Run 1, logic cells by family:
(4 px per µm)
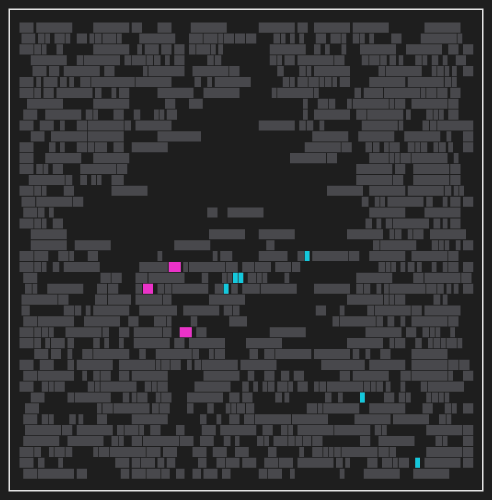
Run 1, routing congestion map:
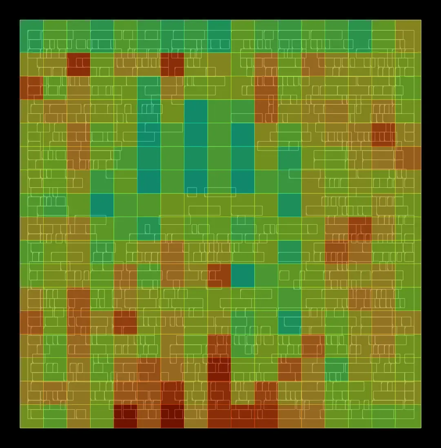
Run 1, signal wires on met2:
(2 px per µm) Cells faint in the background.
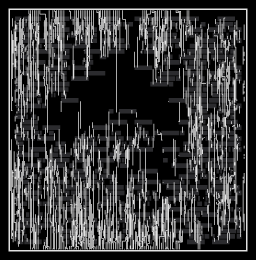
File: src/rtl/mem_bus_arbiter.sv
// Two-requester round-robin arbiter for the shared data-memory bus.
// RAM accesses take one bus cycle, I/O accesses add IO_WAIT cycles, and unmapped accesses return zero.
module mem_bus_arbiter #(
    parameter int ADDR_W  = 32,
    parameter int DATA_W  = 32,
    parameter int IO_WAIT = 2
) (
    input  logic              clk,
    input  logic              rst_n,
    input  logic              m0_req,
    input  logic              m0_we,
    input  logic [ADDR_W-1:0] m0_addr,
    input  logic [DATA_W-1:0] m0_wdata,
    output logic [DATA_W-1:0] m0_rdata,
    output logic              m0_ack,
    input  logic              m1_req,
    input  logic              m1_we,
    input  logic [ADDR_W-1:0] m1_addr,
    input  logic [DATA_W-1:0] m1_wdata,
    output logic [DATA_W-1:0] m1_rdata,
    output logic              m1_ack,
    output logic              s_we,
    output logic [ADDR_W-1:0] s_addr,
    output logic [DATA_W-1:0] s_wdata,
    input  logic [DATA_W-1:0] s_rdata,
    output logic              busy
);

    typedef enum logic [1:0] {IDLE, ACCESS, ACK} state_t;

    localparam logic [3:0] IO_WAIT_CNT = 4'(IO_WAIT);

    state_t            state;
    logic              last_grant;
    logic              grant;
    logic [3:0]        wait_cnt;

    logic              pick;
    logic              sel_we;
    logic [ADDR_W-1:0] sel_addr;
    logic [DATA_W-1:0] sel_wdata;
    logic              s_unmapped;

    function automatic logic is_ram(input logic [ADDR_W-1:0] a);
        return a <= ADDR_W'(32'h0000_00FF);
    endfunction

    function automatic logic is_io(input logic [ADDR_W-1:0] a);
        return (a >= ADDR_W'(32'h0000_0100)) && (a <= ADDR_W'(32'h0000_01FF));
    endfunction

    // Requester selection: a contested cycle goes to whoever was not granted last.
    always_comb begin
        // NOTE: every signal written in always_comb gets a default first, otherwise a latch is inferred.
        pick = 1'b0;
        if (m0_req && m1_req)
            pick = ~last_grant;
        else if (m1_req)
            pick = 1'b1;
        sel_we    = pick ? m1_we    : m0_we;
        sel_addr  = pick ? m1_addr  : m0_addr;
        sel_wdata = pick ? m1_wdata : m0_wdata;
    end

    assign s_unmapped = !is_ram(s_addr) && !is_io(s_addr);

    always_ff @(posedge clk or negedge rst_n) begin
        if (!rst_n) begin
            state      <= IDLE;
            last_grant <= 1'b1;
            grant      <= 1'b0;
            wait_cnt   <= '0;
            s_we       <= 1'b0;
            s_addr     <= '0;
            s_wdata    <= '0;
            m0_ack     <= 1'b0;
            m1_ack     <= 1'b0;
            m0_rdata   <= '0;
            m1_rdata   <= '0;
            busy       <= 1'b0;
        end else begin
            // NOTE: sequential state uses non-blocking assignments only; the later assignment in a branch wins.
            m0_ack <= 1'b0;
            m1_ack <= 1'b0;
            case (state)
                IDLE: begin
                    if (m0_req || m1_req) begin
                        grant    <= pick;
                        s_addr   <= sel_addr;
                        s_wdata  <= sel_wdata;
                        s_we     <= sel_we && (is_ram(sel_addr) || is_io(sel_addr));
                        wait_cnt <= is_io(sel_addr) ? IO_WAIT_CNT : 4'd0;
                        busy     <= 1'b1;
                        state    <= ACCESS;
                        if (m0_req && m1_req)
                            last_grant <= pick;
                    end
                end
                ACCESS: begin
                    s_we <= 1'b0;
                    if (wait_cnt == 4'd0) begin
                        if (grant) begin
                            m1_rdata <= s_unmapped ? '0 : s_rdata;
                            m1_ack   <= 1'b1;
                        end else begin
                            m0_rdata <= s_unmapped ? '0 : s_rdata;
                            m0_ack   <= 1'b1;
                        end
                        state <= ACK;
                    end else begin
                        wait_cnt <= wait_cnt - 4'd1;
                    end
                end
                ACK: begin
                    busy  <= 1'b0;
                    state <= IDLE;
                end
                default: begin
                    busy  <= 1'b0;
                    state <= IDLE;
                end
            endcase
        end
    end

endmodule

File: config.mk
export PLATFORM = sky130hd
export DESIGN_NAME = mem_bus_arbiter
export DESIGN_NICKNAME = d
export VERILOG_FILES = /design/src/rtl/mem_bus_arbiter.sv
export SDC_FILE = /design/constraint.sdc
export NUM_CORES = 1
export LEC_CHECK = 0
export CORE_AREA = 2 2 116 118
export DETAILED_ROUTE_END_ITERATION = 10
export DIE_AREA = 0 0 118 120
export DONT_BUFFER_PORTS = 1
export PLACE_DENSITY = 0.63
export SETUP_SLACK_MARGIN = 0.3
export SLEW_MARGIN = 20
export SYNTH_ARGS = -nofsm -noshare
export SYNTH_HDL_FRONTEND = slang
export SYNTH_SLANG_ARGS = --single-unit
File: constraint.sdc
create_clock -name clk -period 2.5 [get_ports clk]
set_clock_uncertainty 0.15 [all_clocks]
set_input_delay 0.75 -clock clk [delete_from_list [all_inputs] [get_ports clk]]
set_output_delay 0.75 -clock clk [all_outputs]
set_load 0.1 [all_outputs]
==> Changelog: implementation, run 1 <==
## Flow update

* Crit path launch type: register
* CTS clk-pin slew, worst paths at 60 ps
* CTS tree: done
* Outcome: finished with violations
* Worst reg2reg endpoint: m0_rdata[8]
* Area leader share at 0.582
* Antenna violations before repair at 0
* Synthesized Nets at 762
* Met3 WL at 1.16 mm
* Comb_multi_in at 410
* Hold_ws at -118 ps
* Register area share after synthesis at 0.586
* Hold Violations, Final at 139
* Slew headroom at 0.644
* Buffers outside the clock class at 142
* Simple share at 0.139
* FF+latch area at 3500 µm²
* Drt first pass iters at 6
* Max Root-Sink Buffers at 2
* Number of well taps at 176
* Synth mux share at 0.109
* OpenROAD warning count at 32
* Layout Nets at 885
* Compound Share, Synth at 0.118
* Clock root cell: clkbuf_16
* Top cells by area: dfrtp_1 (58%), mux2i_1 (11%), nand2_1 (10%)
* Arr. time, crit path at 2160 ps
* Inverters at 6
* Synth warn at 0
* Failing checks: negative hold slack
* Max cap viols at 0
* I/O Buffers at 0
* Xor/xnor share at 0.00440
* Cells along the critical path: inv_1 -> ha_1 -> or3b_1 -> or3_4 -> buf_12 -> nand2_1 -> o21ai_0
* Die Width at 118 µm
* GP Congestion at 0.845
-- 'logic cells by family' (at the start) --
AND-OR and OR-AND gates: in magenta, cells 3. inverters: in cyan, cells 6.
combinational share of cell area: 0.292
Top cell excl fill/tap: nand2_1
Final Instance Count excl. Fillers: 906

-- 'routing congestion map' (at the start) --
Total GRT Usage: 0.223
met3 Usage GRT: 0.0627
met1 Usage GRT: 0.270
Final Util: 0.598

-- 'signal wires on met2' (at the start) --
The longest straight run is 72.4 µm. The wires run mostly vertical. The layer carries 7890 µm of wire.
routing usage on met2: 0.375
via count: 4695

run 1: timing repair:
item                                   4_1_cts  5_1_grt
setup endpoints to repair                    0       59
resized                                      0        3
endpoints found under the hold margin      139      139
run 1: cells by family (layout without fill, tap and decap cells):
group / count (synthesis) / after routing
simple gates: 202 / 202
flops: 140 / 140
compound gates: 138 / 138
mux: 65 / 65
buf+inv: 44 / 180
xor+xnor: 3 / 3
fa+ha+maj: 2 / 2
run 1: synth_stat cells (all sizes together):
master  count
o21a        1
or3b        1
nand2b      2
a22o        1
nor2        7
clkbuf     17
inv         6
ha          2
o21ai     133
xnor2       3
nand3       4
a21boi      1
o22a        1
nor4       17
dfstp       1
nand4       4
dfrtp     139
nand2     164
a31oi       1
or3         1
nor3        2
buf        21
mux2i      65
==> inputs of run 2 (changes only) <==
- clock period: 2.5 -> 2.1 ns (I/O delays scaled with it)
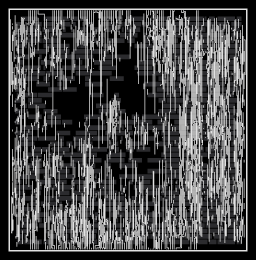
Run 2: signal wires on met2
(2 px per µm) Cells faint in the background.
The layer holds 53% of the routed length. The longest straight run is 50.1 µm. The wires run mostly vertical. 826 nets have wire on it.
via count: 5319
routing usage on met2: 0.455

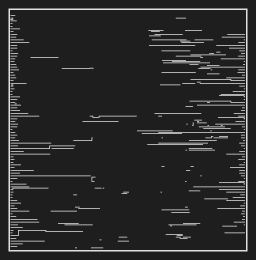
Run 2: signal wires on met3
(2 px per µm)
The layer carries 1700 µm of wire. 202 nets have wire on it.
met3 Usage GRT: 0.0822
WL final: 20.9 mm

==> run 2 against run 1 <==
Compared with the run above: the run ends with negative hold slack, negative setup slack left; via count rose by 13%; highest routed layer unchanged; cell area rose by 29%; sequential cell count did not move; register-to-register slack lost 490 ps; count of clock-buffer cells in the layout up 3; final cell count is 4.7% higher; non-clock buffer count up 42.
==> Changelog: implementation, run 2 <==
## Flow update

* Area leader share at 0.582
* FF+latch area at 3550 µm²
* Layout Nets at 928
* Synth mux share at 0.109
* Worst setup margin at -19.6 ps
* Outcome: finished with violations
* Total GRT Usage at 0.260
* Failing checks: negative hold slack, negative setup slack
* Crit path launch type: register
* Synth warn at 0
* Main synth FF type: dfrtp_1
* EDFF count, synth at 0
* Final setup violation count at 3
* Compound Share, Synth at 0.118
* Hold Violations, Final at 140
* Clock root cell: clkbuf_16
* GP Congestion at 0.862
* Final Instance Count excl. Fillers at 949
* Met1 Usage GRT at 0.292
* Top cells by area: dfrtp_1 (58%), mux2i_1 (11%), nand2_1 (10%)
* Antenna violations before repair at 0
* Hold_ws at -244 ps
* OpenROAD warning count at 34
## run 2: cell counts after synthesis
No cell type changed its count.
## run 2: area by class of cell
type / count / area share
Clock inverter: 10 / 0.0159
Inverter: 6 / 0.00225
Clock buffer: 22 / 0.0494
Tap cell: 176 / 0.0220
Sequential cell: 140 / 0.354
Multi-Input combinational cell: 411 / 0.254
Timing Repair Buffer: 184 / 0.303
## run 2: worst max path at each step
stage	endpoint	slack, ps	cells after the start
final	m0_rdata[20]	-20	7
after floorplan	m0_rdata[10]	130	8
after CTS	m0_rdata[5]	120	7
after detailed placement	m0_rdata[8]	-7	6
after global placement	m0_rdata[1]	70	7
after global routing	m0_rdata[29]	-50	7
